## config.mk

```make
export PLATFORM = sky130hd
export DESIGN_NAME = mem_arbiter_flat
export DESIGN_NICKNAME = d
export VERILOG_FILES = /design/src/rtl/mem_arbiter_if.sv /design/src/rtl/mem_arbiter.sv /design/src/flat_wrapper.sv
export SDC_FILE = /design/constraint.sdc
export NUM_CORES = 1
export LEC_CHECK = 0
export CORE_MARGIN = 4
export CORE_UTILIZATION = 31
export CTS_CLUSTER_DIAMETER = 200
export CTS_CLUSTER_SIZE = 30
export DETAILED_ROUTE_END_ITERATION = 16
export GPL_TIMING_DRIVEN = 0
export MAX_ROUTING_LAYER = met4
export PLACE_DENSITY = 0.95
export SYNTH_ARGS = -nofsm -noshare
export SYNTH_HDL_FRONTEND = slang
export SYNTH_SLANG_ARGS = --single-unit
```

## constraint.sdc

```tcl
create_clock -name clk -period 5.3 [get_ports clk]
set_input_delay 1.59 -clock clk [delete_from_list [all_inputs] [get_ports clk]]
set_output_delay 1.59 -clock clk [all_outputs]
set_load 0.005 [all_outputs]
```

## src/rtl/mem_arbiter_if.sv

```systemverilog
`default_nettype none
// ============================================================================
// Module   : mem_arbiter_if
// Brief    : I-cache / D-cache / memory port bundle for the memory arbiter.
// Revision : 1.0 - initial release
// ============================================================================

interface mem_arbiter_if;
    logic        icache_req;
    logic [15:0] icache_addr;
    logic        dcache_req;
    logic [15:0] dcache_addr;
    logic        dcache_wr;
    logic [15:0] dcache_wdata;
    logic        mem_data_valid;
    logic [15:0] mem_rdata;

    logic        icache_grant;
    logic        dcache_grant;
    logic        icache_data_valid;
    logic        dcache_data_valid;
    logic [15:0] rdata;
    logic        mem_enable;
    logic        mem_wr;
    logic [15:0] mem_addr;
    logic [15:0] mem_wdata;
    logic        arb_busy;
    logic        hold_err;

    // Arbiter side: takes requests and memory returns, drives grants and the memory port.
    modport slave (
        input  icache_req, icache_addr, dcache_req, dcache_addr, dcache_wr,
               dcache_wdata, mem_data_valid, mem_rdata,
        output icache_grant, dcache_grant, icache_data_valid, dcache_data_valid,
               rdata, mem_enable, mem_wr, mem_addr, mem_wdata, arb_busy, hold_err
    );

    modport master (
        output icache_req, icache_addr, dcache_req, dcache_addr, dcache_wr,
               dcache_wdata, mem_data_valid, mem_rdata,
        input  icache_grant, dcache_grant, icache_data_valid, dcache_data_valid,
               rdata, mem_enable, mem_wr, mem_addr, mem_wdata, arb_busy, hold_err
    );
endinterface

`default_nettype wire

```

## src/rtl/mem_arbiter.sv

```systemverilog
`default_nettype none
// ============================================================================
// Module   : mem_arbiter
// Brief    : Two-requester (I-cache / D-cache) memory port arbiter with
//            non-preemptive grants, alternating tie-break and starvation flag.
// Revision : 1.0 - initial release
// ============================================================================

module mem_arbiter #(
    parameter int MAX_HOLD = 64
) (
    input  wire logic    clk,
    input  wire logic    rst_n,
    mem_arbiter_if.slave bus
);

    localparam int                 c_CNT_W    = $clog2(MAX_HOLD + 1);
    localparam logic [c_CNT_W-1:0] c_MAX_HOLD = c_CNT_W'(MAX_HOLD);
    localparam logic [c_CNT_W-1:0] c_CNT_ONE  = c_CNT_W'(1);

    typedef enum logic [1:0] {
        IDLE    = 2'd0,
        GRANT_I = 2'd1,
        GRANT_D = 2'd2
    } state_t;

    state_t             r_state;
    state_t             w_state_next;
    logic               r_last_d;      // last_served: 0 = I-cache, 1 = D-cache
    logic [c_CNT_W-1:0] r_hold_cnt;
    logic [c_CNT_W-1:0] w_cnt_next;
    logic               r_hold_err;
    logic               w_other_waiting;
    logic               w_grant_i;
    logic               w_grant_d;

    assign w_grant_i = (r_state == GRANT_I);
    assign w_grant_d = (r_state == GRANT_D);

    // The owner keeps the port while it requests; on release the other side
    // takes over on the same edge, so there is never an idle bubble.
    always_comb begin
        w_state_next = r_state;
        case (r_state)
            IDLE: begin
                if (bus.icache_req && bus.dcache_req)
                    w_state_next = r_last_d ? GRANT_I : GRANT_D;
                else if (bus.icache_req)
                    w_state_next = GRANT_I;
                else if (bus.dcache_req)
                    w_state_next = GRANT_D;
            end
            GRANT_I: begin
                if (!bus.icache_req)
                    w_state_next = bus.dcache_req ? GRANT_D : IDLE;
            end
            GRANT_D: begin
                if (!bus.dcache_req)
                    w_state_next = bus.icache_req ? GRANT_I : IDLE;
            end
            default: w_state_next = IDLE;
        endcase
    end

    assign w_other_waiting = (w_grant_i && bus.dcache_req) ||
                             (w_grant_d && bus.icache_req);

    always_comb begin
        w_cnt_next = r_hold_cnt;
        if (w_state_next != r_state)
            w_cnt_next = '0;
        else if (w_other_waiting && (r_hold_cnt != c_MAX_HOLD))
            w_cnt_next = r_hold_cnt + c_CNT_ONE;
    end

    always_ff @(posedge clk) begin
        if (!rst_n) begin
            r_state    <= IDLE;
            r_last_d   <= 1'b0;
            r_hold_cnt <= '0;
            r_hold_err <= 1'b0;
        end else begin
            r_state    <= w_state_next;
            r_hold_cnt <= w_cnt_next;
            if (w_state_next != r_state) begin
                if (w_state_next == GRANT_I)
                    r_last_d <= 1'b0;
                else if (w_state_next == GRANT_D)
                    r_last_d <= 1'b1;
            end
            if (w_cnt_next == c_MAX_HOLD)
                r_hold_err <= 1'b1;
        end
    end

    assign bus.icache_grant      = w_grant_i;
    assign bus.dcache_grant      = w_grant_d;
    assign bus.arb_busy          = w_grant_i | w_grant_d;
    assign bus.hold_err          = r_hold_err;

    // Read returns outside a grant are dropped.
    assign bus.icache_data_valid = bus.mem_data_valid & w_grant_i;
    assign bus.dcache_data_valid = bus.mem_data_valid & w_grant_d;
    assign bus.rdata             = bus.mem_rdata;

    assign bus.mem_enable = (w_grant_i & bus.icache_req) | (w_grant_d & bus.dcache_req);
    assign bus.mem_wr     = w_grant_d & bus.dcache_req & bus.dcache_wr;
    assign bus.mem_addr   = w_grant_i ? bus.icache_addr :
                            w_grant_d ? bus.dcache_addr : 16'h0000;
    assign bus.mem_wdata  = w_grant_d ? bus.dcache_wdata : 16'h0000;

endmodule

`default_nettype wire

```

## src/flat_wrapper.sv

```systemverilog
// flat-port wrapper written by rule: the top's interface ports become plain ports
module mem_arbiter_flat 
#(
    parameter int MAX_HOLD = 64
)
  (clk, rst_n, bus_icache_req, bus_icache_addr, bus_dcache_req, bus_dcache_addr, bus_dcache_wr, bus_dcache_wdata, bus_mem_data_valid, bus_mem_rdata, bus_icache_grant, bus_dcache_grant, bus_icache_data_valid, bus_dcache_data_valid, bus_rdata, bus_mem_enable, bus_mem_wr, bus_mem_addr, bus_mem_wdata, bus_arb_busy, bus_hold_err);
  mem_arbiter_if bus_i ();
  input  wire logic clk;
  input  wire logic rst_n;
  input wire logic [$bits(bus_i.icache_req)-1:0] bus_icache_req;
  input wire logic [$bits(bus_i.icache_addr)-1:0] bus_icache_addr;
  input wire logic [$bits(bus_i.dcache_req)-1:0] bus_dcache_req;
  input wire logic [$bits(bus_i.dcache_addr)-1:0] bus_dcache_addr;
  input wire logic [$bits(bus_i.dcache_wr)-1:0] bus_dcache_wr;
  input wire logic [$bits(bus_i.dcache_wdata)-1:0] bus_dcache_wdata;
  input wire logic [$bits(bus_i.mem_data_valid)-1:0] bus_mem_data_valid;
  input wire logic [$bits(bus_i.mem_rdata)-1:0] bus_mem_rdata;
  output wire logic [$bits(bus_i.icache_grant)-1:0] bus_icache_grant;
  output wire logic [$bits(bus_i.dcache_grant)-1:0] bus_dcache_grant;
  output wire logic [$bits(bus_i.icache_data_valid)-1:0] bus_icache_data_valid;
  output wire logic [$bits(bus_i.dcache_data_valid)-1:0] bus_dcache_data_valid;
  output wire logic [$bits(bus_i.rdata)-1:0] bus_rdata;
  output wire logic [$bits(bus_i.mem_enable)-1:0] bus_mem_enable;
  output wire logic [$bits(bus_i.mem_wr)-1:0] bus_mem_wr;
  output wire logic [$bits(bus_i.mem_addr)-1:0] bus_mem_addr;
  output wire logic [$bits(bus_i.mem_wdata)-1:0] bus_mem_wdata;
  output wire logic [$bits(bus_i.arb_busy)-1:0] bus_arb_busy;
  output wire logic [$bits(bus_i.hold_err)-1:0] bus_hold_err;
  assign bus_i.icache_req = bus_icache_req;
  assign bus_i.icache_addr = bus_icache_addr;
  assign bus_i.dcache_req = bus_dcache_req;
  assign bus_i.dcache_addr = bus_dcache_addr;
  assign bus_i.dcache_wr = bus_dcache_wr;
  assign bus_i.dcache_wdata = bus_dcache_wdata;
  assign bus_i.mem_data_valid = bus_mem_data_valid;
  assign bus_i.mem_rdata = bus_mem_rdata;
  assign bus_icache_grant = bus_i.icache_grant;
  assign bus_dcache_grant = bus_i.dcache_grant;
  assign bus_icache_data_valid = bus_i.icache_data_valid;
  assign bus_dcache_data_valid = bus_i.dcache_data_valid;
  assign bus_rdata = bus_i.rdata;
  assign bus_mem_enable = bus_i.mem_enable;
  assign bus_mem_wr = bus_i.mem_wr;
  assign bus_mem_addr = bus_i.mem_addr;
  assign bus_mem_wdata = bus_i.mem_wdata;
  assign bus_arb_busy = bus_i.arb_busy;
  assign bus_hold_err = bus_i.hold_err;
  mem_arbiter #(.MAX_HOLD(MAX_HOLD)) u_core (.clk(clk), .rst_n(rst_n), .bus(bus_i));
endmodule
```

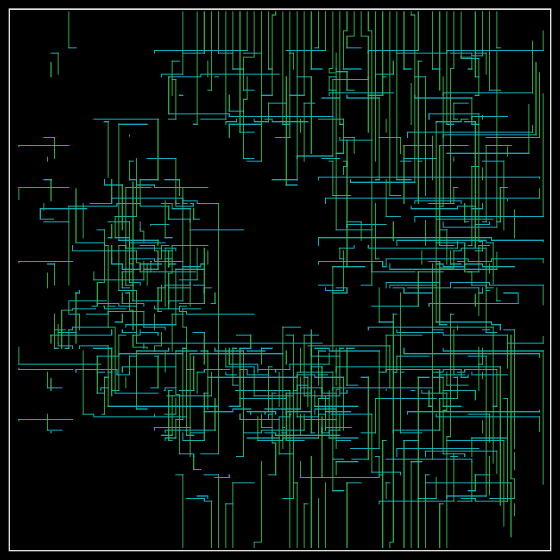
Run 1: routed metal, one colour a layer
Only two layers are drawn.
met2 -> green  # wire length 2400 um
met1 -> cyan  # wire length 1850 um
Tot GR Track Use: 0.181
via count: 1475
total wire length: 4630 um

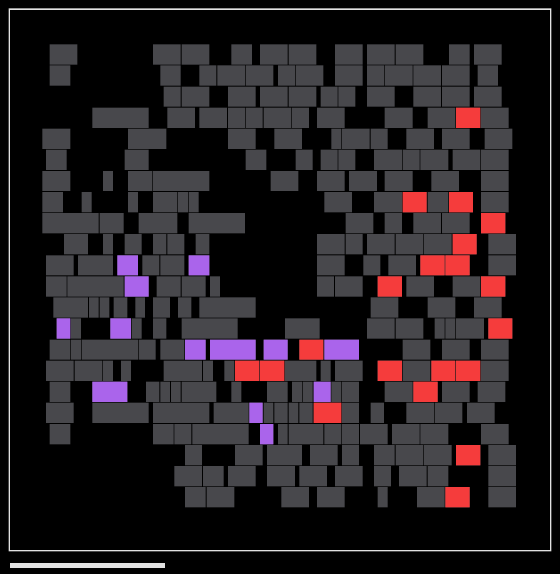
Run 1: gate families picked out
Scale bar: 20 um.
AND-OR and OR-AND gates -> red  # cells 20, most used a22o_1
inverting AOI/OAI gates -> purple  # cells 13
Comb/total area: 0.326
Commonest Layout Cell: clkdlybuf4s50_1
fin cells: 311

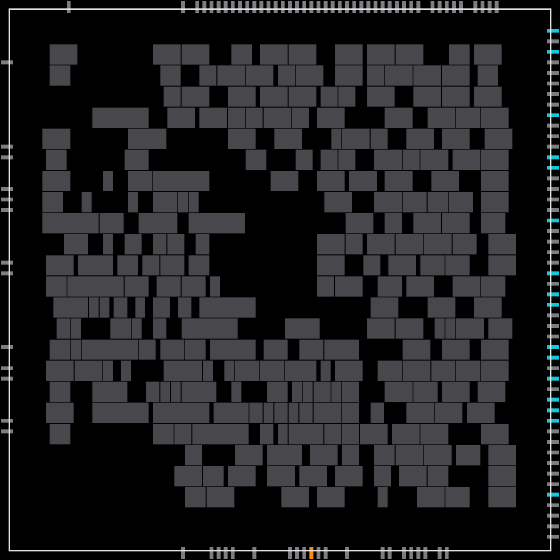
Run 1: ports around the boundary
Pins as bars across the die edge, other pins in grey.
bus_icache_req -> orange  # pins 1, direction input, edge south
bus_icache_addr -> cyan  # pins 16, direction input, edge east
Die Y-Extent: 69.7 um
die width: 69.7 um

==> summary.txt, run 1 <==
Run status: complete, no violations
MaxCap Viol Count: 0
CP arrival: 2.92 ns
Finish-stage setup viols: 0
Pwr dens: 222 nW/um^2
Post-Layout Inst Area: 2370 um^2
Met2 usage: 0.347
Biggest register: u_core.r_hold_cnt
CTS max path bufs: 2
Drt initial violations: 49
Worst-Skew Late Latency: 0.24 ns
Unrepaired setup endpoints after global routing: false
Initial Util: 0.322
Inverters: 7
Tapcells: 48
Post-CTS Repair Setup Buffers: 0
Switching part of the total power: 0.333
Fin. Hold Viols: 0
CP cell instances: clkdlybuf4s50_1 -> a22o_2 -> clkdlybuf4s50_1
P_comb: 0.345 mW
Seq share, synth: 0.187
Met3 Usage GRT: 0.0406
CP Max Fanout: 6
Detail-routed via count per cell: 4.74
Mux area share: 0.00955
Largest net degree at the start of global routing: 11
Met2 WL: 2400 um
Top Registers: u_core.r_hold_cnt x7, u_core.r_state x2
Syn_nets: 227
Clk pin slew, worst setup/hold paths: 0.05 ns
Post-cts sizing count: 0
Sw Pwr: 0.176 mW
Sequential share of cell area: 0.0927
Share of post-route cells with drive strength above 1: 0.110
Yosys Instances: 150
Reg power frac: 0.187
Comb gates: 108
CTS buffer count: 3
Req. time, crit path: 3.71 ns
Lkg Pwr: 0.946 nW
Largest family of logic cells by area: simple AND/OR/NAND/NOR gates
Final Worst Setup Slack: 0.794 ns
Ant diodes: 0
Int Power: 0.352 mW
## run 1: cells in the mapped netlist (all sizes together)
cell type | instances | share of area
and4 | 1 | 0.0074
a31oi | 1 | 0.0053
mux2 | 1 | 0.0096
dfxtp | 11 | 0.19
buf | 18 | 0.11
a41oi | 1 | 0.0074
ha | 7 | 0.074
o211ai | 2 | 0.013
inv | 7 | 0.022
a22o | 18 | 0.13
and3 | 3 | 0.016
nand4 | 2 | 0.011
nand2b | 1 | 0.0053
a21oi | 3 | 0.016
a211oi | 2 | 0.017
nor4 | 1 | 0.0053
or2 | 1 | 0.0053
nand3 | 4 | 0.017
nor2b | 2 | 0.011
and2 | 20 | 0.11
or4 | 1 | 0.0064
o21ai | 1 | 0.0042
clkbuf | 6 | 0.021
nand2 | 8 | 0.028
xnor2 | 2 | 0.015
xor2 | 6 | 0.045
nor3b | 1 | 0.0064
a211o | 1 | 0.0074
o31a | 1 | 0.0074
nor3 | 2 | 0.0085
o31ai | 2 | 0.017
o311ai | 1 | 0.014
nor2 | 12 | 0.038
## run 1: worst paths after layout
| check | slack (ns) | start | to |
|---|---|---|---|
| setup / recovery | 0.79 | bus_icache_req | bus_mem_enable |
| hold / removal | 0.47 | u_core.bus.hold_err$_SDFFE_PN0N_ | u_core.bus.hold_err$_SDFFE_PN0N_ |
| setup reg to reg | 2.83 | u_core.r_state[1]$_SDFF_PN0_ | u_core.r_last_d$_SDFFE_PN0P_ |
| hold reg to reg | 0.47 | u_core.bus.hold_err$_SDFFE_PN0N_ | u_core.bus.hold_err$_SDFFE_PN0N_ |
==> inputs of run 2 (changes only) <==
Settings changed: CORE_UTILIZATION 31 to 29, PLACE_DENSITY 0.95 to 0.93.
Clock period 5.3 ns to 4.81 ns, I/O delays scaled along.
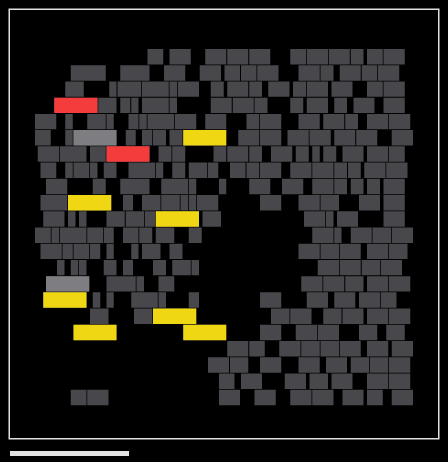
Run 2: register map, names as in the netlist
Scale bar: 20 um. Other sequential cells in the stronger grey, the rest of the logic in the fainter grey.
u_core.r_hold_cnt -> yellow  # sequential cells 7
u_core.r_state -> red  # sequential cells 2
not coloured = 2

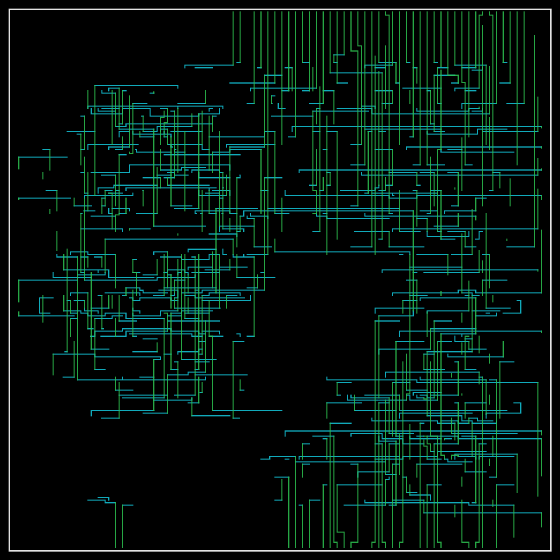
Run 2: routed metal, one colour a layer
Only two layers are drawn.
met2 -> green  # wire length 2320 um
met1 -> cyan  # wire length 1970 um
total wire length: 4810 um
Tot GR Track Use: 0.179
DR WL/cell: 15.5 um

==> run 2 against run 1 <==
Effect of this change: die size increased by 6.1%; via count decreased by 0.75%; count of clock-buffer cells in the layout unchanged; global-route usage decreased by 0.15 points; wire length increased by 3.9%; register-to-register slack got worse by 0.47 ns; sequential power increased by 9%; total power increased by 11%; clock skew increased by 0.0073 ns; combinational power increased by 9.9%; highest routed layer unchanged.
==> summary.txt, run 2 <==
Met3 Usage GRT: 0.0477 (+0.00711)
Async SR Flop Fraction: 0 (unchanged)
Via count: 1464 (-0.75%)
Ant diodes: 0 (unchanged)
Synth top cells by count: and2_1 (20), a22o_1 (17), buf_4 (17)
Drt initial violations: 60 (+22%)
CTS buffer count: 3 (unchanged)
Dominant Register Cell: dfxtp_1
CP Max Fanout: 6 (unchanged)
R2R Setup Slk: 2.36 ns (-0.47 ns)
Number of enable flip-flop cells: 0 (unchanged)
P_comb: 0.379 mW (+9.9%)
Pwr dens: 246 nW/um^2 (+11%)
Clk pin slew, worst setup/hold paths: 0.05 ns (about the same)
Initial Util: 0.310 (-0.0117)
Seq share, synth: 0.187 (unchanged)
Detail-routed via count per cell: 4.71 (-0.75%)
Area share, top type: 0.187 (unchanged)
Run status: complete, no violations
Lkg Pwr: 0.946 nW (unchanged)
Post-cts sizing count: 0 (unchanged)
Syn_nets: 227 (unchanged)
Top Registers: u_core.r_hold_cnt x7, u_core.r_state x2
Post-Layout Inst Area: 2370 um^2 (unchanged)
Met2 WL: 2320 um (-3.0%)
CTS max path bufs: 2 (unchanged)
Met2 usage: 0.319 (-0.0281)
Commonest Layout Cell: clkdlybuf4s50_1
Yosys top cell by instances: and2_1
Sw Pwr: 0.198 mW (+13%)
Unrepaired setup endpoints after global routing: false
Req. time, crit path: 3.37 ns (-0.34 ns)
Int Power: 0.387 mW (+10%)
Worst-Skew Late Latency: 0.25 ns (about the same)
Largest net degree at the start of global routing: 11 (unchanged)
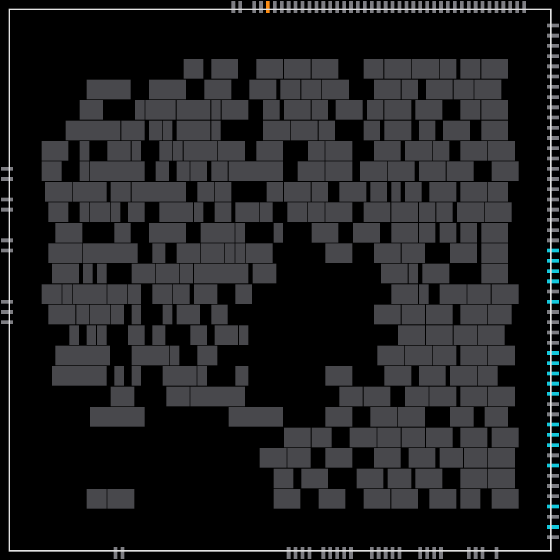
Run 2: ports around the boundary
Pins as bars across the die edge, other pins in grey.
bus_icache_addr -> cyan  # pins 16, direction input, edge east
bus_icache_req -> orange  # pins 1, direction input, edge north
all pins by edge = 51 east, 42 north, 24 south, 9 west
Die Y-Extent: 71.8 um
IO buf count: 109
die width: 71.8 um

==> run 2: area by class of cell <==
| class | instances | share of cell area |
|---|---|---|
| Buffer | 24 | 0.0664 |
| Clock buffer | 4 | 0.0190 |
| Inverter | 7 | 0.0111 |
| Multi-Input combinational cell | 108 | 0.326 |
| Sequential cell | 11 | 0.0927 |
| Tap cell | 48 | 0.0253 |
| Timing Repair Buffer | 109 | 0.459 |
==> run 2: metrics by stage <==
stage / power, mW / setup WS [ns] / instances
2_1_floorplan: 0.284 / 1.67 / 150
3_3_place_gp: 0.486 / 0.604 / 307
3_5_place_dp: 0.492 / 0.587 / 307
4_1_cts: 0.591 / 0.591 / 311
5_1_grt: 0.624 / 0.524 / 311
6_report: 0.585 / 0.595 / 311
==> run 2: worst min-delay path, stage by stage, from the launching register on <==
cell	delay (ns)
dfxtp_1	0.31
nand2_1	0.07
o31ai_2	0.06
==> run 2: path summary, 6_finish.rpt <==
| check | end | cells after the start | start |
|---|---|---|---|
| min | u_core.bus.hold_err$_SDFFE_PN0N_ | 2 | u_core.bus.hold_err$_SDFFE_PN0N_ |
| max reg2reg | u_core.r_last_d$_SDFFE_PN0P_ | 10 | u_core.r_state[1]$_SDFF_PN0_ |
| min reg2reg | u_core.bus.hold_err$_SDFFE_PN0N_ | 2 | u_core.bus.hold_err$_SDFFE_PN0N_ |
| max | bus_mem_enable | 3 | bus_icache_req |
==> run 2: logic make-up after synthesis <==
logic type / after synthesis / share of synthesized area
and+or+nand+nor: 59 / 0.271
AOI/OAI and AO/OA: 33 / 0.243
buffers and inverters: 31 / 0.156
DFF: 11 / 0.187
xor gates and xnor gates: 8 / 0.0595
adders and majority gates: 7 / 0.0743
muxes: 1 / 0.00955
No activity file was given, so power comes from the tool's default toggle rates.
